[src/rtl/imem_loader.sv]
// Streams a little-endian byte program into instruction memory and holds the core in reset until done.
// Optional macro IMEM_LOADER_CHECKSUM_EN adds a trailing XOR checksum word (state CHK).
module imem_loader #(
    parameter int unsigned DEPTH_WORDS = 64,
    parameter int unsigned LEN_W       = 7
) (
    input  logic             clk,
    input  logic             rst,
    input  logic             start,
    input  logic [LEN_W-1:0] len_words,
    input  logic             in_valid,
    input  logic [7:0]       in_data,
    output logic             in_ready,
    output logic             imem_we,
    output logic [31:0]      imem_addr,
    output logic [31:0]      imem_wdata,
    output logic             core_rst,
    output logic             busy,
    output logic             done,
    output logic             err
);

    typedef enum logic [2:0] {
        S_IDLE,
        S_RECV,
        S_WRITE,
        S_DONE,
        S_ERR
`ifdef IMEM_LOADER_CHECKSUM_EN
        , S_CHK
`endif
    } state_t;

    state_t           state_q, state_d;
    logic [1:0]       cnt_q, cnt_d;
    logic [31:0]      word_q, word_d;
    logic [LEN_W-1:0] idx_q, idx_d;
    logic [LEN_W-1:0] len_q, len_d;
`ifdef IMEM_LOADER_CHECKSUM_EN
    logic [31:0]      xor_q, xor_d;
`endif

    logic             in_ready_q, in_ready_d;
    logic             imem_we_q, imem_we_d;
    logic [31:0]      imem_addr_q, imem_addr_d;
    logic [31:0]      imem_wdata_q, imem_wdata_d;
    logic             core_rst_q, core_rst_d;
    logic             busy_q, busy_d;
    logic             done_q, done_d;
    logic             err_q, err_d;

    logic             accept;
    logic             len_ok;

    assign accept = in_valid && in_ready_q;
    assign len_ok = (len_words != '0) && (len_words <= LEN_W'(DEPTH_WORDS));

    // Next-state and registered-output decode; outputs follow the state being entered.
    always_comb begin
        state_d = state_q;
        cnt_d   = cnt_q;
        word_d  = word_q;
        idx_d   = idx_q;
        len_d   = len_q;
`ifdef IMEM_LOADER_CHECKSUM_EN
        xor_d   = xor_q;
`endif

        unique case (state_q)
            S_IDLE, S_DONE, S_ERR: begin
                if (start) begin
                    if (len_ok) begin
                        state_d = S_RECV;
                        len_d   = len_words;
                        idx_d   = '0;
                        cnt_d   = '0;
`ifdef IMEM_LOADER_CHECKSUM_EN
                        xor_d   = '0;
`endif
                    end else begin
                        state_d = S_ERR;
                    end
                end
            end
            S_RECV: begin
                if (accept) begin
                    word_d[{cnt_q, 3'b000} +: 8] = in_data;
                    cnt_d = cnt_q + 2'd1;
                    if (cnt_q == 2'd3) begin
                        state_d = S_WRITE;
`ifdef IMEM_LOADER_CHECKSUM_EN
                        xor_d   = xor_q ^ word_d;
`endif
                    end
                end
            end
            S_WRITE: begin
                idx_d = idx_q + LEN_W'(1);
                if (idx_d == len_q) begin
`ifdef IMEM_LOADER_CHECKSUM_EN
                    state_d = S_CHK;
`else
                    state_d = S_DONE;
`endif
                end else begin
                    state_d = S_RECV;
                end
            end
`ifdef IMEM_LOADER_CHECKSUM_EN
            S_CHK: begin
                if (accept) begin
                    word_d[{cnt_q, 3'b000} +: 8] = in_data;
                    cnt_d = cnt_q + 2'd1;
                    if (cnt_q == 2'd3) begin
                        state_d = (word_d == xor_q) ? S_DONE : S_ERR;
                    end
                end
            end
`endif
            default: state_d = S_IDLE;
        endcase

        in_ready_d   = (state_d == S_RECV);
        busy_d       = (state_d == S_RECV) || (state_d == S_WRITE);
`ifdef IMEM_LOADER_CHECKSUM_EN
        in_ready_d   = in_ready_d || (state_d == S_CHK);
        busy_d       = busy_d || (state_d == S_CHK);
`endif
        done_d       = (state_d == S_DONE);
        err_d        = (state_d == S_ERR);
        core_rst_d   = (state_d != S_DONE);
        imem_we_d    = (state_d == S_WRITE);
        imem_addr_d  = imem_addr_q;
        imem_wdata_d = imem_wdata_q;
        if (state_d == S_WRITE) begin
            imem_addr_d  = 32'(idx_q) << 2;
            imem_wdata_d = word_d;
        end
    end

    // State and output registers; reset wins over any start or byte accept.
    always_ff @(posedge clk) begin
        if (rst) begin
            state_q      <= S_IDLE;
            cnt_q        <= '0;
            word_q       <= '0;
            idx_q        <= '0;
            len_q        <= '0;
`ifdef IMEM_LOADER_CHECKSUM_EN
            xor_q        <= '0;
`endif
            in_ready_q   <= 1'b0;
            imem_we_q    <= 1'b0;
            imem_addr_q  <= '0;
            imem_wdata_q <= '0;
            core_rst_q   <= 1'b1;
            busy_q       <= 1'b0;
            done_q       <= 1'b0;
            err_q        <= 1'b0;
        end else begin
            state_q      <= state_d;
            cnt_q        <= cnt_d;
            word_q       <= word_d;
            idx_q        <= idx_d;
            len_q        <= len_d;
`ifdef IMEM_LOADER_CHECKSUM_EN
            xor_q        <= xor_d;
`endif
            in_ready_q   <= in_ready_d;
            imem_we_q    <= imem_we_d;
            imem_addr_q  <= imem_addr_d;
            imem_wdata_q <= imem_wdata_d;
            core_rst_q   <= core_rst_d;
            busy_q       <= busy_d;
            done_q       <= done_d;
            err_q        <= err_d;
        end
    end

    assign in_ready   = in_ready_q;
    assign imem_we    = imem_we_q;
    assign imem_addr  = imem_addr_q;
    assign imem_wdata = imem_wdata_q;
    assign core_rst   = core_rst_q;
    assign busy       = busy_q;
    assign done       = done_q;
    assign err        = err_q;

endmodule

[config.mk]
export PLATFORM = sky130hd
export DESIGN_NAME = imem_loader
export DESIGN_NICKNAME = d
export VERILOG_FILES = /design/src/rtl/imem_loader.sv
export SDC_FILE = /design/constraint.sdc
export NUM_CORES = 1
export LEC_CHECK = 0
export CORE_MARGIN = 4
export CORE_UTILIZATION = 40
export CTS_CLUSTER_SIZE = 40
export DETAILED_ROUTE_END_ITERATION = 8
export GPL_ROUTABILITY_DRIVEN = 0
export GPL_TIMING_DRIVEN = 0
export PLACE_DENSITY = 0.7
export RECOVER_POWER = 50
export SYNTH_ARGS = -nofsm -noshare
export SYNTH_HDL_FRONTEND = slang
export SYNTH_SLANG_ARGS = --single-unit
[constraint.sdc]
create_clock -name clk -period 2.8 [get_ports clk]
set_input_delay 0.28 -clock clk [delete_from_list [all_inputs] [get_ports clk]]
set_output_delay 0.28 -clock clk [all_outputs]
set_load 0.01 [all_outputs]
Run 1, gate families picked out:
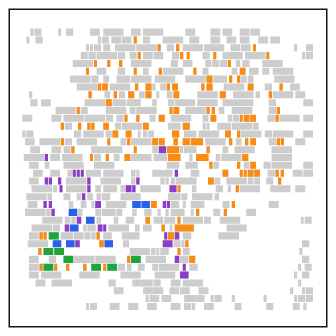
| colour | family | cells |
|---|---|---|
| blue | XOR/XNOR gates | 8 |
| orange | NOR gates | 125 |
| green | multiplexers | 8 |
| purple | NAND gates | 34 |

Run 1, metal 2:
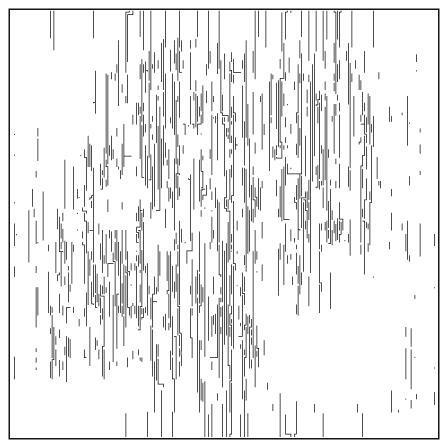
longest straight run: 49.0 um
nets with wire on the layer: 480
wire length on this layer: 4680 um
main direction: vertical

==> results_slide.txt, run 1 <==
Physical Implementation Snapshot

Run status
  • Status: finished, final reports clean

Worst setup path
  • CP required: 3040 ps
  • Setup crit end kind: flip-flop
  • Worst setup SP type: input port
  • Crit path max fanout: 9
  • Slowest-stage cell, CP: o31ai_1
  • Crit Path Category: in2reg

Synth
  • Fraction of registers with async set/reset: 0
  • Synth top cell by count: dfxtp_1
  • Avg Synthesized Cell Area: 9.149 um2
  • Mapped Cells: 452
  • Commonest cells in the netlist: 96 x dfxtp_1, 78 x nor2_1, 35 x a31oi_1
  • Post-synth top area cell: dfxtp_1
  • Synth warn: 0
  • Commonest flop: dfxtp_1
  • Top cells, area: dfxtp_1 46%, nor2_1 7.1%, a211oi_1 5.8%
  • YS chip area: 4135 um2
  • Number of enable flip-flop cells: 0
  • Post-synth seq share: 0.4648
  • Synth Cell Area: 4135 um2
  • Yosys top cell area share: 0.4648
  • Netlist cell types: 49

Routing
  • Routed WL: 9.986 mm
  • Drc violations: 0
  • Routed wl met2: 4.683 mm
  • Via-to-Cell Ratio: 5.015
  • Antenna viol nets, final: 0
  • First drt pass iteration count: 4
  • Routed length on met1: 4.506 mm

Timing
  • Max-slew violation count: 0
  • Hold Vio Cnt, Final: 0
  • Max frequency: 384.4 MHz
  • Pin slew with the least headroom to its limit: 1002 ps
  • Post-route setup slack: 198.2 ps
  • # setup viols final: 0
  • Crit share post-route: 0.9292

Layout
  • Share of post-route cells with drive strength above 1: 0.1153
  • Largest cell class: registers
  • Reg area: 1922 um2
  • Seq/total area: 0.3697
  • Fraction of cell area in non-clock buffers: 0.1817
  • ClkCell Share: 0.04380
  • Core Util, Final: 0.5246
  • Area Overhead vs Synth: 25.72%
  • Non-CTS inverters: 6

Placement
  • Post-Place Setup Slack: 220.1 ps
  • DP HPWL: 7.518 mm
  • Port Buffers: 63

GRT
  • Grt total ovfl: 0
  • GR Layer Usage met3: 0.03641
  • First-pass GRT wire length: 16.16 mm
  • Largest net degree at the start of global routing: 17

Clock network
  • TritonCTS clock tree: built
  • Setup Fix Bufs, Post-CTS: 0
  • Clk root buf: clkbuf_8
  • Clk sink count: 96
  • Clock Tree Buf Depth: 2

Floorplanning
  • Row count: 36
  • Core area: 9910 um2
  • # Taps: 133
  • Init Core Util: 0.4173
  • IO Count: 89
  • Die area: 12030 um2
  • Die height: 109.7 um
  • DIE WIDTH: 109.7 um

Pwr
  • Switching power: 0.5928 mW
  • Power Internal: 1.984 mW
  • Total power: 2.577 mW
  • Clock power frac: 0.395
  • Leakage Power: 2.148 nW
  • Flop pwr share: 0.537
  • Gate power share: 0.068
  • Net Sw Frac: 0.2300
  • Worst vdd ir: 0.0002620 V

Job
  • Max_cap viols: 0

Hold path
  • Hold Path Class: reg2reg
Run 1, clock nets:
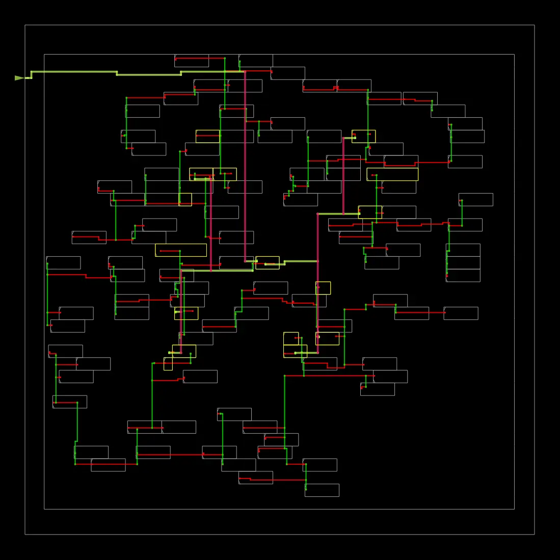
number of flip-flops and latches: 96
P_clk: 1.02 mW
Post-Route Skew: 8.315 ps
cts bufs inserted: 9

Run 1, placement by cell class:
The bar under the picture is 20 um long. Fill, decap, tap and diode cells in grey.
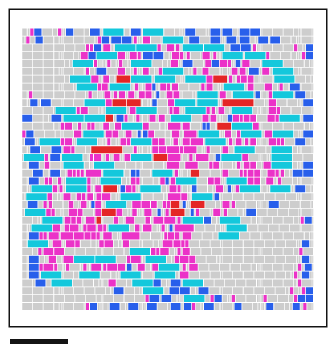
| colour | class | cells |
|---|---|---|
| blue | other buffers and delay cells | 115 |
| cyan | flops | 96 |
| red | clock drivers and dummy loads | 16 |
| magenta | all other logic | 328 |

run 1: through the flow:
stage                     cell area (um2)  hold WS (ps)  std cells
after floorplan                      4225         359.9        476
after global placement               5022         447.7        672
after detailed placement             5022         452.1        672
after CTS                            5250         467.1        688
after global routing                 5199         499.9        688
final                                5199         465.3        688
run 1: cell families after synthesis:
kind of cell	Yosys count	share of synthesized area
DFF	96	0.4647
and+or+nand+nor	170	0.2091
buffers and inverters	58	0.08139
muxes	8	0.01937
xor gates and xnor gates	8	0.01694
AOI/OAI and AO/OA	104	0.1864
adders and majority gates	7	0.02118
other	1	0.0009068
run 1: power by group through the flow:
stage | clock (mW) | sequential [mW] | combinational (mW)
5_1_grt | 1.10 | 1.39 | 0.191
4_1_cts | 1.03 | 1.38 | 0.179
2_1_floorplan | 0 | 1.42 | 0.112
3_3_place_gp | 0 | 1.42 | 0.175
3_5_place_dp | 0 | 1.42 | 0.178
6_report | 1.02 | 1.38 | 0.174
run 1: layout by cell type (no fill, tap or decap), drive strengths merged, types with 8 or more instances in the layout:
cell type	count
conb	25
dlygate4sd3	46
clkbuf	23
nand2	22
a31oi	35
nor3b	8
a211oi	33
clkdlybuf4s50	17
mux2i	8
dfxtp	96
nor2b	34
nor2	79
a21oi	16
buf	39
run 1: final timing paths:
path	start	endpoint	slack, ps	cells after the start
hold reg to reg	imem_addr[6]	imem_addr[6]	470	2
setup / recovery	len_words[0]	len_q[3]	200	6
setup reg to reg	cnt_q[0]	imem_wdata[9]	310	5
hold / removal	imem_addr[6]	imem_addr[6]	470	2
run 1: worst register-to-register path, cell delays in order, from the launching register on:
cell and delay [ps]:
dfxtp_1 470, inv_1 180, ha_1 400, nor3b_1 800
a31oi_1 270, a211oi_1 290
Run 1, cell sizes after repair:
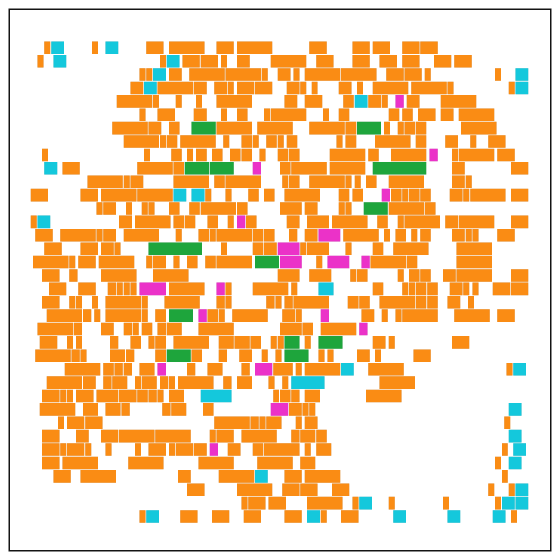

## Run 2: what changed since run 1
--- a/config.mk
+++ b/config.mk
@@ -5,6 +5,7 @@
 export SDC_FILE = /design/constraint.sdc
 export NUM_CORES = 1
 export LEC_CHECK = 0
+export ABC_AREA = 1
 export CORE_MARGIN = 4
 export CORE_UTILIZATION = 40
 export CTS_CLUSTER_SIZE = 40
Run 2, cell sizes after repair:
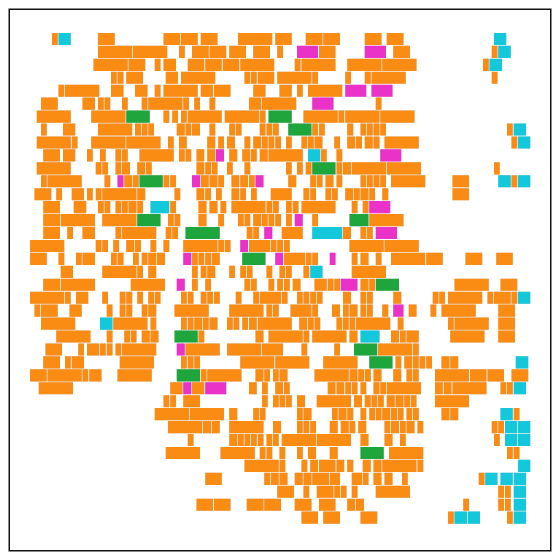
| colour | size | cells | share |
|---|---|---|---|
| cyan | drive 3 to 4 | 31 | 4.3% |
| orange | drive 1 or less | 649 | 90% |
| magenta | drive 2 | 24 | 3.3% |
| green | drive 6 and up | 15 | 2.1% |

Run 2, placement by cell class:
The bar under the picture is 20 um long. Fill, decap, tap and diode cells in grey.
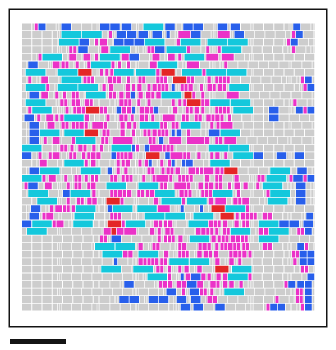
| colour | class | cells |
|---|---|---|
| red | clock drivers and dummy loads | 15 |
| magenta | all other logic | 496 |
| cyan | flops | 96 |
| blue | other buffers and delay cells | 112 |

Run 2, clock nets:
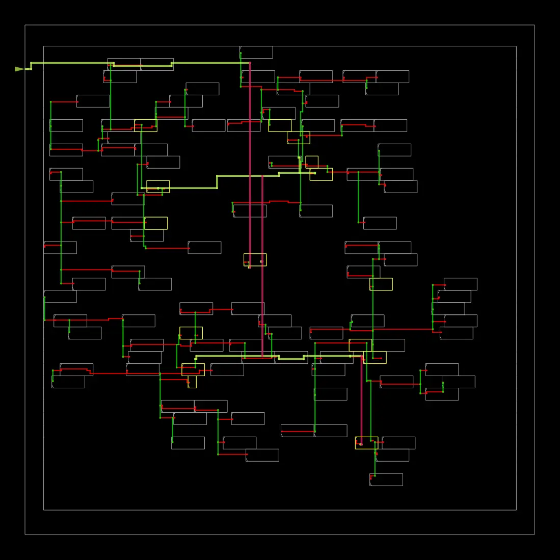
later-pin clock latency in the skew report: 360 ps
Post-Route Skew: 5.243 ps

==> run 2 against run 1 <==
Effect of this change: combinational power is 34% higher; sequential cell count stayed put; largest power group unchanged; first-iteration DRC count is 46% higher; total power is 2.9% lower; critical path depth is 2 higher; largest cell class unchanged.
==> results_slide.txt, run 2 <==
Physical Implementation Snapshot

Synth
  • Commonest flop: dfxtp_1
  • Synth Cell Area: 4454 um2 (+7.7%)
  • Yosys top cell area share: 0.4315 (-0.03329)
  • Top cells, area: dfxtp_1 43%, nand2_1 11%, inv_1 8.6%
  • Synth warn: 0 (unchanged)
  • Post-synth top area cell: dfxtp_1
  • Fraction of registers with async set/reset: 0 (unchanged)
  • Mapped Cells: 618 (+37%)
  • Number of enable flip-flop cells: 0 (unchanged)
  • Netlist cell types: 29 (-41%)
  • Commonest cells in the netlist: 129 x nand2_1, 102 x inv_1, 96 x dfxtp_1
  • Synth top cell by count: nand2_1

Worst setup path
  • Crit path max fanout: 10 (+1)
  • Slowest-stage cell, CP: clkbuf_1
  • Crit Path Category: reg2reg
  • Worst setup SP type: flip-flop
  • Setup crit end kind: flip-flop

Layout
  • Core Util, Final: 0.5060 (-0.01865)
  • Share of post-route cells with drive strength above 1: 0.09736 (-0.01796)
  • Area Overhead vs Synth: 23.68%
  • Top logic cell by instance count in the layout: nand2_1
  • Reg area: 1922 um2 (unchanged)

Clock network
  • Clock Tree Buf Depth: 2 (unchanged)
  • Clk sink count: 96 (unchanged)
  • Cts bufs inserted: 9 (unchanged)

Floorplanning
  • DIE WIDTH: 113.5 um (+3.5%)
  • Die height: 113.5 um (+3.5%)
  • Row count: 38 (+5.6%)
  • IO Count: 89 (unchanged)
  • Die area: 12890 um2 (+7.1%)
  • Init Core Util: 0.4091 (-0.008197)

Placement
  • Port Buffers: 62 (-1.6%)
  • DP HPWL: 8.036 mm (+6.9%)

Hold path
  • Hold Path Class: in2reg

Routing
  • First drt pass iteration count: 5 (+1)
  • Via-to-Cell Ratio: 4.637 (-7.5%)
  • Drc violations: 0 (unchanged)
  • Antenna viol nets, final: 0 (unchanged)

Job
  • Max_cap viols: 0 (unchanged)

Run status
  • Status: finished, final reports clean

Timing
  • Hold WS: 387.3 ps (-78.00 ps)
  • Max frequency: 441.5 MHz (+15%)
  • Max-slew violation count: 0 (unchanged)
  • Crit share post-route: 0.8090 (-0.1202)
  • Hold Vio Cnt, Final: 0 (unchanged)

Pwr
  • Gate power share: 0.093 (+0.025)
  • Power Internal: 1.881 mW (-5.2%)
  • Leakage Power: 2.644 nW (+23%)
  • Pwr top: sequential cells
  • Net Sw Frac: 0.2478 (+0.01778)
  • Worst vdd ir: 0.0002942 V (+12%)
  • P_clk: 0.878 mW (-10%)
  • Flop pwr share: 0.556 (+0.019)

GRT
  • Largest net degree at the start of global routing: 15 (-2)
  • Grt total ovfl: 0 (unchanged)
  • First-pass GRT wire length: 17.20 mm (+6.4%)
-- run 2: cell types whose count changed after synthesis, moves of 20 or more --
cell | before | now
a31oi_1 | 35 | 0
nor2b_1 | 34 | 0
a211oi_1 | 32 | 1
nand3_1 | 6 | 26
o211ai_1 | 0 | 23
o21ai_0 | 2 | 41
inv_1 | 6 | 102
nand2_1 | 22 | 129
-- run 2: area by class of cell --
type                       count  share of cell area
inverter                     106             0.07222
buffer                        50             0.05610
clock buffer                  13             0.03248
timing repair buffer          62              0.1127
tap                          140             0.03180
clock inverter                 2            0.002271
sequential                    96              0.3489
multi-input combinational    390              0.3436
-- run 2: kinds of logic (layout without fill, tap and decap cells) --
family	after synthesis	in the layout	synth area share
other	1	25	0.0008419
buffers and inverters	156	233	0.1615
DFF	96	96	0.4315
and+or+nand+nor	252	252	0.2379
adders and majority gates	7	7	0.01966
AOI/OAI and AO/OA	106	106	0.1486
-- run 2: per-stage QoR --
| step | total power [mW] | cells | setup WS, ps | area, um2 |
|---|---|---|---|---|
| floorplan | 1.581 | 642 | 988.1 | 4544 |
| detailed placement | 1.655 | 844 | 694.1 | 5340 |
| finish | 2.501 | 859 | 534.9 | 5509 |
| global route | 2.603 | 859 | 349.5 | 5509 |
| CTS | 2.515 | 859 | 663.4 | 5532 |
| global placement | 1.650 | 844 | 724.5 | 5340 |
-- run 2: worst paths after layout --
check | from | to | slack, ps | depth (start not counted)
hold / removal | rst | cnt_q[0] | 390 | 4
hold reg to reg | len_q[5] | len_q[5] | 480 | 2
setup reg to reg | cnt_q[1] | imem_addr[5] | 530 | 8
setup / recovery | cnt_q[1] | imem_addr[5] | 530 | 8
-- run 2: layer usage --
layer | GRT usage | wire [um]
met4 | 0.06170 | 203
met1 | 0.2071 | 4783
met3 | 0.03289 | 581
met5 | 0 | 0
met2 | 0.2725 | 4856
Run 2, metal 2:
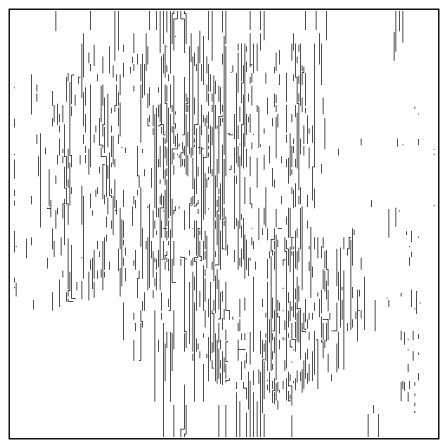

## Run 3: what changed since run 2
==> constraint.sdc (replaced) <==
create_clock -name clk -period 2.36 [get_ports clk]
set_input_delay 0.236 -clock clk [delete_from_list [all_inputs] [get_ports clk]]
set_output_delay 0.236 -clock clk [all_outputs]
set_load 0.01 [all_outputs]
Run 3, metal 2:
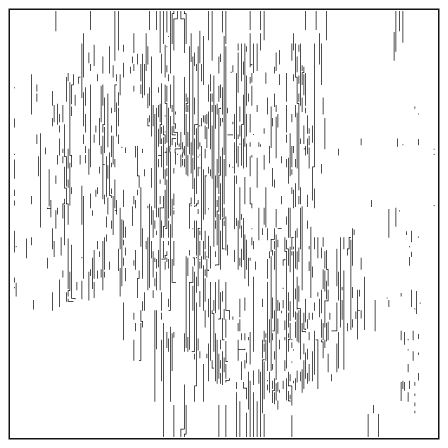
main direction: vertical
longest straight run: 45.2 um

Run 3, clock nets:
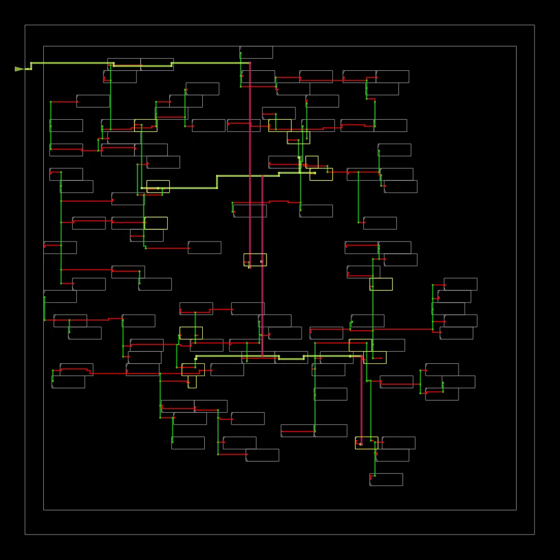
clk sink count: 96
P_clk: 1.04 mW
layout clock buffer count: 13

==> run 3 against run 2 <==
Effect of this change: clock-buffer cell count stayed put; die size stayed put; final area hardly changed; sequential share of layout area hardly changed; critical path depth is 1 higher; combinational power is 19% higher; critical path type unchanged.
==> results_slide.txt, run 3 <==
Physical Implementation Snapshot

Layout
  • Share of post-route cells with drive strength above 1: 0.1001 (+0.002782)
  • Core Util, Final: 0.5061 (about the same)
  • Area Overhead vs Synth: 23.71% (about the same)

Hold path
  • Hold path endpoint: cnt_q[0]
  • Hold_sp: rst
  • Hold Path Class: in2reg

Timing
  • Max-slew violation count: 0 (unchanged)
  • Crit share post-route: 0.9048 (+0.09585)
  • Post-route setup slack: 224.6 ps (-310.3 ps)
  • Post-Route Skew: 5.455 ps (+0.2122 ps)
  • Max frequency: 468.3 MHz (+6.1%)
  • Hold WS: 340.4 ps (-46.90 ps)

Floorplanning
  • Init Core Util: 0.4091 (unchanged)
  • Die area: 12890 um2 (unchanged)
  • Row count: 38 (unchanged)
  • DIE WIDTH: 113.5 um (unchanged)
  • IO Count: 89 (unchanged)

Synth
  • Synth Cell Area: 4454 um2 (unchanged)
  • Top cells, area: dfxtp_1 43%, nand2_1 11%, inv_1 8.6%
  • Synth top cell by count: nand2_1
  • Number of enable flip-flop cells: 0 (unchanged)
  • Commonest cells in the netlist: 129 x nand2_1, 102 x inv_1, 96 x dfxtp_1

Worst setup path
  • Critical path endpoint: imem_wdata[28]
  • Crit path max fanout: 10 (unchanged)
  • Worst path depth: 9 (+1)
  • Reg2Reg Depth: 9 (+1)
  • Worst setup SP type: flip-flop
  • Crit Path Category: reg2reg
  • CP startpoint: cnt_q[1]
  • Worst flop-to-flop path endpoint: imem_wdata[28]

Placement
  • Port Buffers: 62 (unchanged)
  • Post-Place Setup Slack: 255.5 ps (-438.6 ps)
  • DP HPWL: 8.036 mm (unchanged)

Job
  • Max_cap viols: 0 (unchanged)

Clock network
  • Later-pin clock latency in the skew report: 360 ps (about the same)
  • Clock Tree Buf Depth: 2 (unchanged)

Pwr
  • Gate power share: 0.093 (about the same)
  • Leakage Power: 2.646 nW (about the same)
  • Power Internal: 2.232 mW (+19%)
  • Net Sw Frac: 0.2482 (+0.0003825)
  • Flop pwr share: 0.555 (about the same)
  • Total power: 2.969 mW (+19%)

Routing
  • Drc violations: 0 (unchanged)
  • Via-to-Cell Ratio: 4.653 (+0.35%)
  • First drt pass iteration count: 5 (unchanged)

GRT
  • Grt total ovfl: 0 (unchanged)
  • Largest net degree at the start of global routing: 15 (unchanged)
  • First-pass GRT wire length: 17.20 mm (unchanged)

Run status
  • Status: finished, final reports clean
Run 3, gate families picked out:
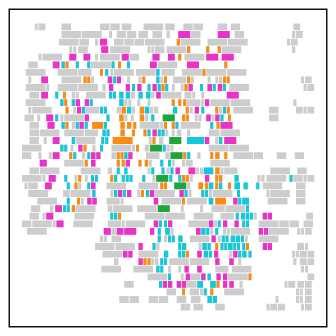
| colour | family | cells |
|---|---|---|
| orange | NOR gates | 91 |
| green | adder and majority cells | 7 |
| cyan | NAND gates | 161 |
| magenta | inverting AOI/OAI gates | 106 |

[run 3: cell counts in the layout (fill, tap and decap cells not counted)]
Identical to the previous run, type by type.
[run 3: cells by family (layout without fill, tap and decap cells)]
kind of cell | Yosys count | after routing | share of synthesized area
other | 1 | 25 | 0.0008419
buffers and inverters | 156 | 233 | 0.1615
AND-OR/OR-AND | 106 | 106 | 0.1486
flip-flops | 96 | 96 | 0.4315
AND/OR/NAND/NOR | 252 | 252 | 0.2379
adder cells (fa/ha/maj) | 7 | 7 | 0.01966
[run 3: power by group through the flow]
stage          Sequential, mW  Combinational (mW)  Clock [mW]
2_1_floorplan            1.69               0.189           0
3_3_place_gp             1.69               0.270           0
3_5_place_dp             1.69               0.275           0
4_1_cts                  1.65               0.277        1.06
5_1_grt                  1.65               0.311        1.13
6_report                 1.65               0.277        1.04
[run 3: worst register-to-register path, cell delays in order, from the launching register on]
cell,delay (ps)
dfxtp_1,420
ha_1,170
inv_1,30
nor2_1,120
nand2_1,100
inv_1,170
clkbuf_1,510
clkbuf_2,360
o211ai_1,120
inv_1,80
[run 3: metal layers]
| metal | vias up | share of wire | GRT usage |
|---|---|---|---|
| met5 | - | 0 | 0 |
| met2 | 111 | 0.47 | 0.2725 |
| met4 | 0 | 0.019 | 0.06170 |
| met1 | 1798 | 0.45 | 0.2071 |
| li1 | 2072 | - | - |
| met3 | 16 | 0.060 | 0.03289 |
[run 3: area by class of cell]
type	instances	area (um2)
buffer	50	310.3
clock buffer	13	178.9
clock inverter	2	12.51
fill	1081	5378
inverter	106	397.9
multi-input combinational	390	1893
sequential	96	1922
tap	140	175.2
timing repair buffer	62	620.6
Power is estimated from default activity; no workload was simulated.
